## src/rtl/prog_loader_if.sv

```systemverilog
// Byte-stream input and instruction-memory write port of the program loader.
//   rx_valid / rx_data / rx_ready : byte stream, a byte moves on a CLK edge
//                                   where rx_valid && rx_ready
//   wr_en / wr_addr / wr_data     : one-cycle word write strobe, word-aligned
//                                   byte address, write word
// slave  : loader side (consumes bytes, drives memory writes)
// master : stream source / memory side
interface prog_loader_if;
   logic        rx_valid;
   logic [7:0]  rx_data;
   logic        rx_ready;
   logic        wr_en;
   logic [31:0] wr_addr;
   logic [31:0] wr_data;

   modport slave (
      input  rx_valid,
      input  rx_data,
      output rx_ready,
      output wr_en,
      output wr_addr,
      output wr_data
   );

   modport master (
      output rx_valid,
      output rx_data,
      input  rx_ready,
      input  wr_en,
      input  wr_addr,
      input  wr_data
   );
endinterface

```

## src/rtl/prog_loader.sv

```systemverilog
// Boot-time program loader. Accepts a length-prefixed, checksummed byte
// stream (CNT_LO, CNT_HI, 4*N little-endian payload bytes, CSUM), packs the
// payload into 32-bit words and writes word k to byte address 4*k. The CPU
// is held in reset until the whole image is in memory and the checksum
// matched.
//   CLK, RST_N : clock, asynchronous active-low reset
//   bus        : byte stream in, instruction-memory write port out
//   cpu_rst    : high keeps the CPU in reset (everywhere except DONE)
//   done       : image loaded and checksum matched
//   err        : oversize count or checksum mismatch
//
// state  | meaning
// -------+------------------------------------------------------------
// HDR0   | waiting for CNT_LO
// HDR1   | waiting for CNT_HI, then range-check the word count
// DATA   | collecting payload bytes, one memory write per 4 bytes
// CSUM   | waiting for the checksum byte
// DONE   | image good, CPU released; terminal until reset
// ERR    | bad count or checksum, CPU held; terminal until reset
module prog_loader #(
   parameter int MEM_DEPTH = 256
) (
   input  logic          CLK,
   input  logic          RST_N,
   prog_loader_if.slave  bus,
   output logic          cpu_rst,
   output logic          done,
   output logic          err
);

   localparam logic [16:0] DEPTH = 17'(MEM_DEPTH);

   typedef enum logic [2:0] {
      S_HDR0,
      S_HDR1,
      S_DATA,
      S_CSUM,
      S_DONE,
      S_ERR
   } state_t;

   state_t      state;
   state_t      state_nxt;
   logic        ready_nxt;

   logic [7:0]  cnt_lo;
   logic [15:0] words_left;   // down-counter, terminal at the last word
   logic [15:0] word_idx;     // index of the word being assembled
   logic [1:0]  byte_cnt;
   logic [7:0]  sum;
   logic [23:0] word_buf;     // bytes 0..2 of the current word, byte 0 lowest

   logic        take;
   logic        word_last;
   logic [15:0] n_cnt;

   assign take      = bus.rx_valid && bus.rx_ready;
   assign word_last = take && (state == S_DATA) && (byte_cnt == 2'd3);
   assign n_cnt     = {bus.rx_data, cnt_lo};

   always_comb begin
      state_nxt = state;
      case (state)
         S_HDR0: begin
            if (take) state_nxt = S_HDR1;
         end
         S_HDR1: begin
            if (take) begin
               if ({1'b0, n_cnt} > DEPTH) state_nxt = S_ERR;
               else if (n_cnt == 16'd0)   state_nxt = S_CSUM;
               else                       state_nxt = S_DATA;
            end
         end
         S_DATA: begin
            if (word_last && (words_left == 16'd1)) state_nxt = S_CSUM;
         end
         S_CSUM: begin
            if (take) begin
               if (bus.rx_data == sum) state_nxt = S_DONE;
               else                    state_nxt = S_ERR;
            end
         end
         default: state_nxt = state;
      endcase
   end

   // rx_ready is registered from the next state so it drops on the very
   // edge that enters DONE or ERR, and stays low throughout reset.
   assign ready_nxt = (state_nxt == S_HDR0) || (state_nxt == S_HDR1) ||
                      (state_nxt == S_DATA) || (state_nxt == S_CSUM);

   always_ff @(posedge CLK or negedge RST_N) begin
      if (!RST_N) begin
         state        <= S_HDR0;
         bus.rx_ready <= 1'b0;
         bus.wr_en    <= 1'b0;
         bus.wr_addr  <= 32'd0;
         bus.wr_data  <= 32'd0;
         cnt_lo       <= 8'd0;
         words_left   <= 16'd0;
         word_idx     <= 16'd0;
         byte_cnt     <= 2'd0;
         sum          <= 8'd0;
         word_buf     <= 24'd0;
      end else begin
         state        <= state_nxt;
         bus.rx_ready <= ready_nxt;
         bus.wr_en    <= 1'b0;
         if (take) begin
            case (state)
               S_HDR0: cnt_lo <= bus.rx_data;
               S_HDR1: begin
                  words_left <= n_cnt;
                  word_idx   <= 16'd0;
                  byte_cnt   <= 2'd0;
                  sum        <= 8'd0;
               end
               S_DATA: begin
                  sum      <= sum + bus.rx_data;
                  byte_cnt <= byte_cnt + 2'd1;
                  if (byte_cnt != 2'd3) begin
                     word_buf <= {bus.rx_data, word_buf[23:8]};
                  end else begin
                     // Committed before the checksum is known; cpu_rst
                     // stays high so a bad image never runs.
                     bus.wr_en   <= 1'b1;
                     bus.wr_data <= {bus.rx_data, word_buf};
                     bus.wr_addr <= {14'd0, word_idx, 2'b00};
                     word_idx    <= word_idx + 16'd1;
                     words_left  <= words_left - 16'd1;
                  end
               end
               default: ;
            endcase
         end
      end
   end

   assign cpu_rst = (state != S_DONE);
   assign done    = (state == S_DONE);
   assign err     = (state == S_ERR);

endmodule
```

## src/flat_wrapper.sv

```systemverilog
// flat-port wrapper written by rule: the top's interface ports become plain ports
module prog_loader_flat 
#(
   parameter int MEM_DEPTH = 256
)
  (CLK, RST_N, cpu_rst, done, err, bus_rx_valid, bus_rx_data, bus_rx_ready, bus_wr_en, bus_wr_addr, bus_wr_data);
  prog_loader_if bus_i ();
  input  logic CLK;
  input  logic RST_N;
  output logic cpu_rst;
  output logic done;
  output logic err;
  input wire logic [$bits(bus_i.rx_valid)-1:0] bus_rx_valid;
  input wire logic [$bits(bus_i.rx_data)-1:0] bus_rx_data;
  output wire logic [$bits(bus_i.rx_ready)-1:0] bus_rx_ready;
  output wire logic [$bits(bus_i.wr_en)-1:0] bus_wr_en;
  output wire logic [$bits(bus_i.wr_addr)-1:0] bus_wr_addr;
  output wire logic [$bits(bus_i.wr_data)-1:0] bus_wr_data;
  assign bus_i.rx_valid = bus_rx_valid;
  assign bus_i.rx_data = bus_rx_data;
  assign bus_rx_ready = bus_i.rx_ready;
  assign bus_wr_en = bus_i.wr_en;
  assign bus_wr_addr = bus_i.wr_addr;
  assign bus_wr_data = bus_i.wr_data;
  prog_loader #(.MEM_DEPTH(MEM_DEPTH)) u_core (.CLK(CLK), .RST_N(RST_N), .bus(bus_i), .cpu_rst(cpu_rst), .done(done), .err(err));
endmodule
```

## config.mk

```make
export PLATFORM = sky130hd
export DESIGN_NAME = prog_loader_flat
export DESIGN_NICKNAME = d
export VERILOG_FILES = /design/src/rtl/prog_loader_if.sv /design/src/rtl/prog_loader.sv /design/src/flat_wrapper.sv
export SDC_FILE = /design/constraint.sdc
export NUM_CORES = 1
export LEC_CHECK = 0
export ABC_AREA = 1
export CORE_UTILIZATION = 59
export CTS_BUF_LIST = sky130_fd_sc_hd__clkbuf_4 sky130_fd_sc_hd__clkbuf_8
export CTS_CLUSTER_DIAMETER = 200
export DETAILED_ROUTE_END_ITERATION = 6
export PLACE_DENSITY = 0.84
export REMOVE_ABC_BUFFERS = 1
export SETUP_SLACK_MARGIN = 0.5
export SLEW_MARGIN = 20
export SYNTH_ARGS = -nofsm -noshare
export SYNTH_HDL_FRONTEND = slang
export SYNTH_SLANG_ARGS = --single-unit
```

## constraint.sdc

```tcl
create_clock -name CLK -period 3.5 [get_ports CLK]
set_clock_uncertainty 0.05 [all_clocks]
set_input_delay 0.35 -clock CLK [delete_from_list [all_inputs] [get_ports CLK]]
set_output_delay 0.35 -clock CLK [all_outputs]
set_load 0.01 [all_outputs]
```

==> results.py <==
# Physical implementation metrics
metrics = {
    "critical_path": {
        "cp-end-kind": "flop",
        "max_stage_delay_ns": 0.44,
        "cpMaxStageDelayCell": "dfrtp_1",
        "worstPathRequired_ns": 3.80,
        "cp_max_fo": 47,
        "crit_path_start_kind": "flop",
        "crit_chain": "inv_2 > nand3_4 > nor2_8 > nand2_2 > nand2_1 > buf_4 > o21ai_0 > nand2_1 > nand2_1",
        "path_depth": 9,
        "crit_family": "simple AND/OR/NAND/NOR gates",
        "cpMostUsedCell": "nand2_1",
        "r2r_cells": 9,
        "worstSetupPathType": "reg -> reg",
        "cp.arrival_ns": 2.70,
        "crit_buf_inv": 2,
    },
    "logic_synthesis": {
        "syn_inst": 775,
        "ys_cells": 775,
        "ys.flops": 127,
        "largest_area_cell": "dfrtp_1",
        "common_cells": "nand2_1 (247), dfrtp_1 (127), o21ai_0 (87), inv_1 (76), nor2_1 (56)",
        "avgSynthCellArea_sq_um": 8.008,
        "synth_cell_types": 35,
        "synth_warnings": 0,
        "syn_area_sq_um": 6206,
        "top_cell": "nand2_1",
        "yosysChipArea_sq_um": 6206,
        "synthFlopType": "dfrtp_1",
        "synthArstFlopShare_pct": 100.0,
        "ys_seq_share_pct": 51.21,
        "edf_count": 0,
        "topCellsByArea": "dfrtp_1 (51%), nand2_1 (15%), o21ai_0 (7.0%)",
        "top_cell_area_share_pct": 51.21,
    },
    "final_timing": {
        "finalSetupTns_ns": 0,
        "fin_crit_ns": 2.401,
        "slew_headroom_pct": 35.41,
        "finalSetupViolations": 0,
        "max_freq_ghz": 0.4165,
        "worst_slew_pin_slew_ns": 0.9689,
        "drv_slew": 0,
        "rsz0062_at_grt": "no",
        "whs_ns": 0.4212,
        "finalCritPeriodShare_pct": 68.60,
        "hold_viol_final": 0,
    },
    "floorplan": {
        "fp_util_pct": 60.38,
        "chipArea_sq_um": 10930,
        "die_w_um": 104.6,
        "rows": 37,
        "core-area_sq_um": 10280,
        "io_pins": 80,
        "die_h_um": 104.6,
    },
    "cts": {
        "clkTransAtPathRegs_ns": 0.08,
        "cts-root-buf": "clkbuf_8",
        "cts_tree": "yes",
        "postCtsSetupBuffers": 0,
        "ctsHtreeMaxLevel": 4,
        "cts_buffer_depth": 2,
        "cts_hold_buffers": 1,
        "cts_resized": 0,
    },
    "layout": {
        "final-comb-area_sq_um": 2516,
        "instances_no_fill": 986,
        "final_nets": 861,
        "num-fill-cells": 830,
        "diodes": 0,
        "drive_gt1_share_pct": 6.235,
    },
    "place": {
        "hpwl_mm": 9.545,
        "dp_slack_ns": 0.9683,
        "place_inst": 954,
        "io_buffers": 63,
        "dpl_cell_area_sq_um": 6852,
        "gp_congestion": 0.9316,
    },
    "detailed_routing": {
        "routedWlPerCell_um": 14.24,
        "antenna_left": 0,
        "dr.pass1.iters": 5,
        "via_per_inst": 5.351,
        "wl_mm": 14.04,
        "routed-via-count": 5276,
        "remaining_drc_errors": 0,
        "drt_iter0_drc": 363,
    },
    "global_route": {
        "grtUsageTotal_pct": 28.03,
        "antenna_found_initial": 0,
        "grt_pass1_wl_mm": 24.06,
        "grt_max_degree": 55,
        "grt_pass1_vias": 5133,
        "overflow": 0,
    },
    "flow_run": {
        "drv_cap": 0,
        "warnings": 26,
    },
    "power_and_ir_drop": {
        "ir_worst_vdd_v": 0.0002650,
        "power_leakage_nw": 3.625,
        "power.density_nw_per_um2": 404.0,
    },
    "min_path": {
        "hold_class": "in -> async",
    },
    "status": {
        "status": "completed",
    },
}
[registers in the layout, summed over array words and instances (netlist names)]
| register | cells |
|---|---|
| u_core.word_idx | 16 |
| u_core.bus.rx_ready | 1 |
| u_core.word_buf | 24 |
| u_core.bus.wr_data | 32 |
| u_core.state | 3 |
| u_core.words_left | 16 |
| u_core.bus.wr_en | 1 |
| u_core.byte_cnt | 2 |
| u_core.bus.wr_addr | 16 |
| u_core.sum | 8 |
| u_core.cnt_lo | 8 |
[final cells by class]
class	instances	area share, %
clock buffers	18	3.313
clock inverters	13	2.558
inverters	79	4.102
multi-input cells	541	34.52
flip-flops and latches	127	43.60
well taps	136	2.334
repair buffers	72	9.578
[path summary, 6_finish.rpt]
kind                                    start               endpoint  slack [ns]
hold reg to reg            u_core.word_buf[3]  u_core.bus.wr_data[3]        0.43
hold / removal                          RST_N  u_core.bus.wr_data[7]        0.42
max in group asynchronous               RST_N    u_core.word_idx[11]        2.13
setup reg to reg              u_core.state[2]  u_core.words_left[11]        1.10
setup / recovery              u_core.state[2]  u_core.words_left[11]        1.10
min in group CLK           u_core.word_buf[3]  u_core.bus.wr_data[3]        0.43
[cells in the final DEF (no fill, tap or decap), types with 2 or more instances in the layout]
cell type,instances
ha_1,11
clkinv_2,3
bufinv_16,4
nor2_1,56
o21ai_1,16
clkdlybuf4s50_1,62
nor3_1,6
clkbuf_8,17
a22o_1,2
nand2_1,247
buf_4,9
inv_6,3
dfrtp_1,127
a21oi_1,16
inv_1,76
nand4_1,17
or2_2,3
conb_1,16
o21ai_2,4
nand3_1,43
clkinv_4,2
o21ai_0,87
o211ai_1,3
xnor2_1,3
[power breakdown]
| part | total, mW | switching (mW) | internal, mW |
|---|---|---|---|
| clock | 1.40 | 0.612 | 0.784 |
| combinational | 0.0820 | 0.0615 | 0.0205 |
| sequential | 1.47 | 0 | 1.47 |
| total | 2.94 | 0.674 | 2.27 |
[stage by stage]
step / total power [mW] / utilization [%]
2_1_floorplan: 1.523 / -
3_3_place_gp: 1.576 / 66.67
3_5_place_dp: 1.578 / 66.67
4_1_cts: 2.966 / 70.93
5_1_grt: 3.028 / 70.93
6_report: 2.945 / 70.93
[cell families (layout without fill, tap and decap cells)]
family	after synthesis	in the layout	synth area share [%]
AND/OR/NAND/NOR	378	378	25.32
AND-OR/OR-AND	132	132	11.29
flip-flops	127	127	51.21
buffers and inverters	122	182	9.153
adder cells (fa/ha/maj)	12	12	2.540
XOR/XNOR	3	3	0.4235
other	1	16	0.06043
[layer usage]
metal  track usage [%]  vias up  part of all wire, %
met2             44.32      163                   48
met1             37.57     2487                   45
met3             5.115       39                  4.9
met4             13.47        0                  2.8
li1                  -     2587                    -
met5                 0        -                    0
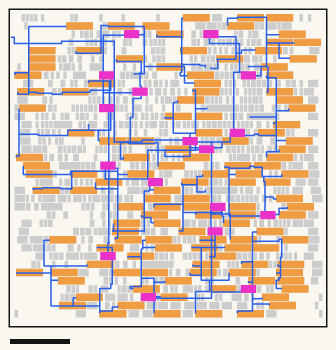
(clock distribution)
The bar under the picture is 20 um long.
[clock drivers] magenta | count: 17
[flip-flops] orange | count: 127
[clock wires] blue | length: 1610 um
flops lie: all over the die
Late-Pin Clk Latency: 0.45 ns
clock network power share: 47.4%

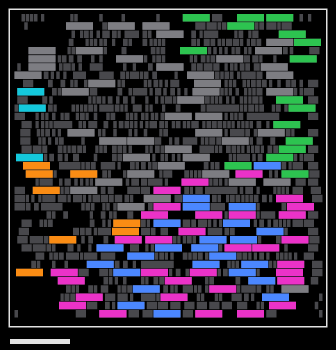
(sequential cells colored by netlist name)
The bar under the picture is 20 um long.
| signal | color | flops |
|---|---|---|
| u_core.bus.wr_addr | green | 16 |
| u_core.bus.wr_data | magenta | 32 |
| u_core.word_buf | blue | 24 |
| u_core.sum | orange | 8 |
| u_core.state | cyan | 3 |
not colored: 44
Seq/total area: 43.60%
P_seq: 1.47 mW
Layout Utilization: 70.93%
FF/Latch Area: 3178 sq um

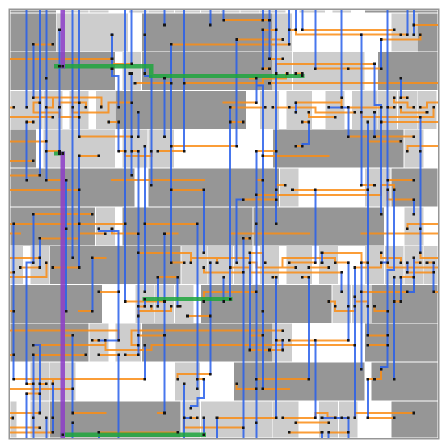
(layout detail)
Region (63, 11) to (93, 41) um. Cells in gray, sequential cells in the stronger gray; small squares are vias.
| layer | color |
|---|---|
| metal 3 | green |
| metal 1 | orange |
| metal 2 | blue |
| metal 4 | purple |
sequential cells in the window: 20
netlist names of flops here include: u_core.word_buf (11), u_core.bus.wr_data (9)
cells with their middle in the window: 74
most frequent: nand2_1 (29), dfrtp_1 (20), o21ai_0 (7)

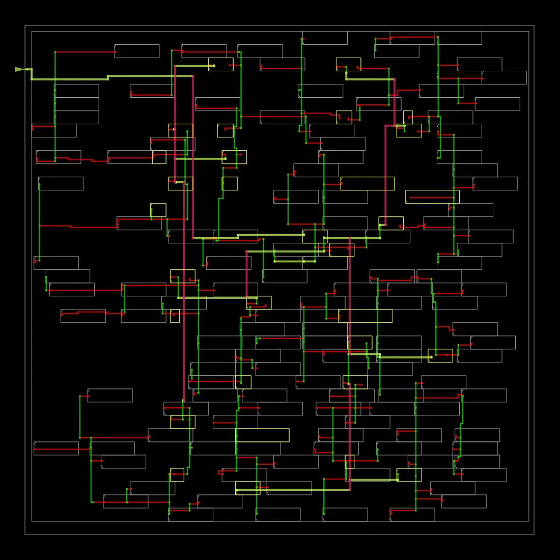
(clock nets)
Sink Count: 127
registers: 127
Num CTS Buffers: 17

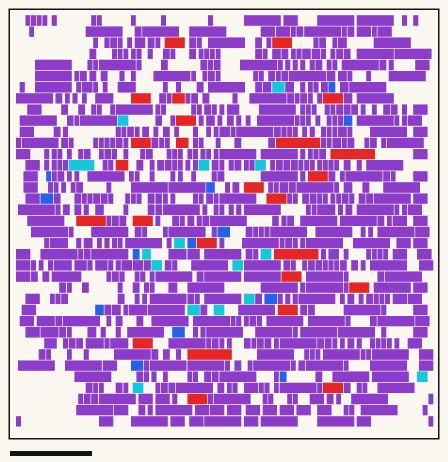
(cell sizes after repair)
The bar under the picture is 20 um long.
| size | color | cells | share |
|---|---|---|---|
| _0 and _1 cells | purple | 797 | 94% |
| _3 and _4 cells | cyan | 15 | 1.8% |
| _6 and larger | red | 25 | 2.9% |
| _2 cells | blue | 13 | 1.5% |
Area Growth Syn to Fin: 17.46%
Final WS setup: 1.099 ns
count of non-CTS buffers in the layout: 72
design area: 7289 sq um

Power figures rest on the tool's default switching activity, not on a simulated workload.
